Figure 1. Logic cells by family.
Scale: 4 px per um.
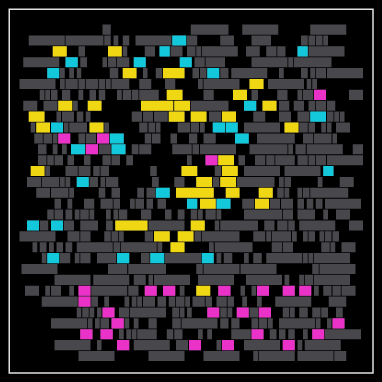
Figure 2. Layout detail.
Region (30, 48) to (60, 78) um. Cells in grey, sequential cells in the stronger grey; small squares are vias.
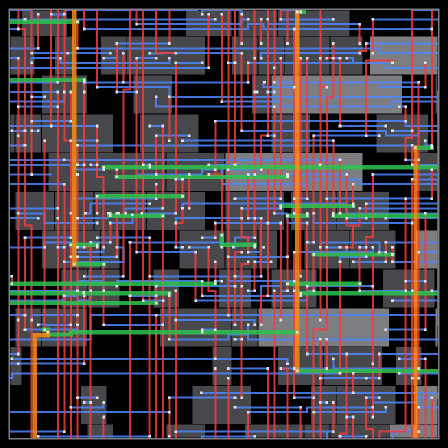
Figure 3. The metal 1 layer.
Scale: 4 px per um. Supply wires on this layer in grey.
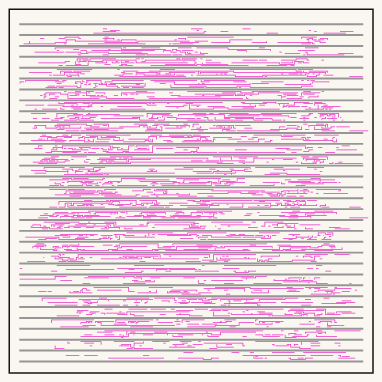
Figure 4. Metal layers overlaid.
Scale: 4 px per um. Two of the layers only.
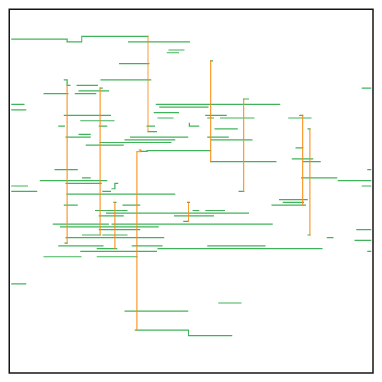
## config.mk

```make
export PLATFORM = sky130hd
export DESIGN_NAME = light_phase_sequencer
export DESIGN_NICKNAME = d
export VERILOG_FILES = /design/src/rtl/light_phase_sequencer.sv
export SDC_FILE = /design/constraint.sdc
export NUM_CORES = 1
export LEC_CHECK = 0
export CORE_MARGIN = 2
export CORE_UTILIZATION = 60
export CTS_CLUSTER_SIZE = 28
export DETAILED_ROUTE_END_ITERATION = 8
export PLACE_DENSITY = 0.78
export SYNTH_ARGS = -nofsm -noshare
export SYNTH_HDL_FRONTEND = slang
export SYNTH_SLANG_ARGS = --single-unit
export TNS_END_PERCENT = 100
```

## constraint.sdc

```tcl
create_clock -name clk -period 7.6 [get_ports clk]
set_clock_uncertainty 0.05 [all_clocks]
set_input_delay 0.76 -clock clk [delete_from_list [all_inputs] [get_ports clk]]
set_output_delay 0.76 -clock clk [all_outputs]
set_load 0.05 [all_outputs]
```

## src/rtl/light_phase_sequencer.sv

```systemverilog
// rtl/light_phase_sequencer.sv - six-phase traffic-light sequencer with 1 Hz prescaler and duration editing
//
// Divides clk by CLK_HZ into a one-cycle sec_tick and steps phases 0..5,
// counting down the seconds left in each. With set=1 the operator selects a
// phase (left/right) and edits its duration (up/down, saturating 1..15).
//
// Ports:
//   clk, rst              clock, asynchronous active-high reset
//   set                   1 = edit mode, 0 = run mode (synchronous to clk)
//   up, down              one-cycle pulses: adjust selected duration (edit only)
//   left, right           one-cycle pulses: move edit selection (edit only)
//   phase[2:0]            running phase (run) or selected phase (edit)
//   s_num[3:0]            seconds remaining (run) or selected duration (edit)
//   sec_tick              one-cycle pulse per second, run mode only
module light_phase_sequencer #(
  parameter int CLK_HZ = 25_000_000,
  parameter int D0 = 9,
  parameter int D1 = 3,
  parameter int D2 = 1,
  parameter int D3 = 9,
  parameter int D4 = 4,
  parameter int D5 = 1
) (
  input  logic       clk,
  input  logic       rst,
  input  logic       set,
  input  logic       up,
  input  logic       down,
  input  logic       left,
  input  logic       right,
  output logic [2:0] phase,
  output logic [3:0] s_num,
  output logic       sec_tick
);

  localparam int PRE_W = (CLK_HZ > 1) ? $clog2(CLK_HZ) : 1;
  localparam logic [PRE_W-1:0] PRE_MAX = PRE_W'(CLK_HZ - 1);

  // Mode FSM; the state register is the registered copy of set.
  localparam logic ST_RUN  = 1'b0;
  localparam logic ST_EDIT = 1'b1;

  logic [5:0][3:0]  dur_q, dur_d;
  logic [2:0]       sel_q, sel_d;
  logic [2:0]       run_ph_q, run_ph_d;
  logic [3:0]       cnt_q, cnt_d;
  logic [PRE_W-1:0] pre_q, pre_d;
  logic             set_d_q, set_d_d;
  logic [2:0]       phase_q, phase_d;
  logic [3:0]       s_num_q, s_num_d;
  logic             sec_tick_q, sec_tick_d;

  logic             entering;
  logic             leaving;
  logic [2:0]       run_nxt;

  always_comb begin
    dur_d      = dur_q;
    sel_d      = sel_q;
    run_ph_d   = run_ph_q;
    cnt_d      = cnt_q;
    pre_d      = pre_q;
    sec_tick_d = 1'b0;
    set_d_d    = set ? ST_EDIT : ST_RUN;
    entering   = set && (set_d_q == ST_RUN);
    leaving    = !set && (set_d_q == ST_EDIT);
    run_nxt    = (run_ph_q == 3'd5) ? 3'd0 : run_ph_q + 3'd1;

    if (set) begin
      // Prescaler is parked at zero for the whole edit session.
      pre_d = '0;
      if (entering) begin
        sel_d = 3'd0;
      end else begin
        // Adjust targets the old selection even if sel moves on this edge.
        if (up && !down && dur_q[sel_q] != 4'd15) begin
          dur_d[sel_q] = dur_q[sel_q] + 4'd1;
        end else if (down && !up && dur_q[sel_q] != 4'd1) begin
          dur_d[sel_q] = dur_q[sel_q] - 4'd1;
        end
        if (right && !left) begin
          sel_d = (sel_q == 3'd5) ? 3'd0 : sel_q + 3'd1;
        end else if (left && !right) begin
          sel_d = (sel_q == 3'd0) ? 3'd5 : sel_q - 3'd1;
        end
      end
    end else if (leaving) begin
      run_ph_d = 3'd0;
      cnt_d    = dur_q[0];
      pre_d    = '0;
    end else if (pre_q == PRE_MAX) begin
      pre_d      = '0;
      sec_tick_d = 1'b1;
      if (cnt_q > 4'd1) begin
        cnt_d = cnt_q - 4'd1;
      end else begin
        run_ph_d = run_nxt;
        cnt_d    = dur_q[run_nxt];
      end
    end else begin
      pre_d = pre_q + PRE_W'(1);
    end

    // Outputs are registered from next state so they line up with sec_tick.
    phase_d = set ? sel_d : run_ph_d;
    s_num_d = set ? dur_d[sel_d] : cnt_d;
  end

  always_ff @(posedge clk or posedge rst) begin
    if (rst) begin
      dur_q      <= {4'(D5), 4'(D4), 4'(D3), 4'(D2), 4'(D1), 4'(D0)};
      sel_q      <= 3'd0;
      run_ph_q   <= 3'd0;
      cnt_q      <= 4'(D0);
      pre_q      <= '0;
      set_d_q    <= ST_RUN;
      phase_q    <= 3'd0;
      s_num_q    <= 4'(D0);
      sec_tick_q <= 1'b0;
    end else begin
      dur_q      <= dur_d;
      sel_q      <= sel_d;
      run_ph_q   <= run_ph_d;
      cnt_q      <= cnt_d;
      pre_q      <= pre_d;
      set_d_q    <= set_d_d;
      phase_q    <= phase_d;
      s_num_q    <= s_num_d;
      sec_tick_q <= sec_tick_d;
    end
  end

  assign phase    = phase_q;
  assign s_num    = s_num_q;
  assign sec_tick = sec_tick_q;

endmodule

```

==> ci_impl_report.md <==
## Implementation flow summary

| Metric | Value |
|---|---|
| Outcome | `finished, final reports clean` |
| Fin. max-slew vios | `0` |
| Slew @ Worst Pin | `1.107 ns` |
| RSZ-0062 raised after global routing | `no` |
| Regs by FF count | `pre_q (25), dur_q (24)` |
| P per Cell Area | `280.1 nW/um^2` |
| Sequential Area | `1718 um^2` |
| Most frequently placed logic cells in the final layout | `dfrtp_1, nor2_1, nand2_1` |
| Most used routing layer | `met2` |
| Minimum clock period | `4.324 ns` |
| Max Used Layer | `met4` |
| Max clock buf depth | `2` |
| FFs w/ async S/R, synth | `1.000` |
| Non-clk buf share | `0.03819` |
| Post-synth seq share | `0.3819` |
| Tapcells inserted | `99` |
| Met3 wire len | `833 um` |
| First-pass DRT Iterations | `5` |
| # hold bufs at CTS | `0` |
| Post-Route WL | `11,990 um` |
| Comb group | `542 uW` |
Back to the opening pictures, Figure 1:
Key: cyan = AND-OR and OR-AND gates [cells 28]; magenta = XOR/XNOR gates [cells 27]; yellow = multiplexers [cells 36]
most common logic cell in the routed design: dfrtp_1
final non-filler cell total: 608
combinational share of cell area: 0.5290

Back to the opening pictures, Figure 2:
Key: blue = met1; green = met3; orange = met4; red = met2
58 logic cells have their middle in the window. Netlist names of flops here include dur_q (4). Sequential cells in the window: 4. Most frequent: mux2_2 (6), nand3_1 (5), a21oi_1 (5).

Back to the opening pictures, Figure 3:
The layer holds 45% of the routed length. The layer carries 5,440 um of wire.

Back to the opening pictures, Figure 4:
Key: green = met3 [wire length 834 um]; orange = met4 [wire length 259 um]
routed len/inst: 19.73 um
Total Routing Usage GR: 0.3085

No activity file was given, so power comes from the tool's default toggle rates.
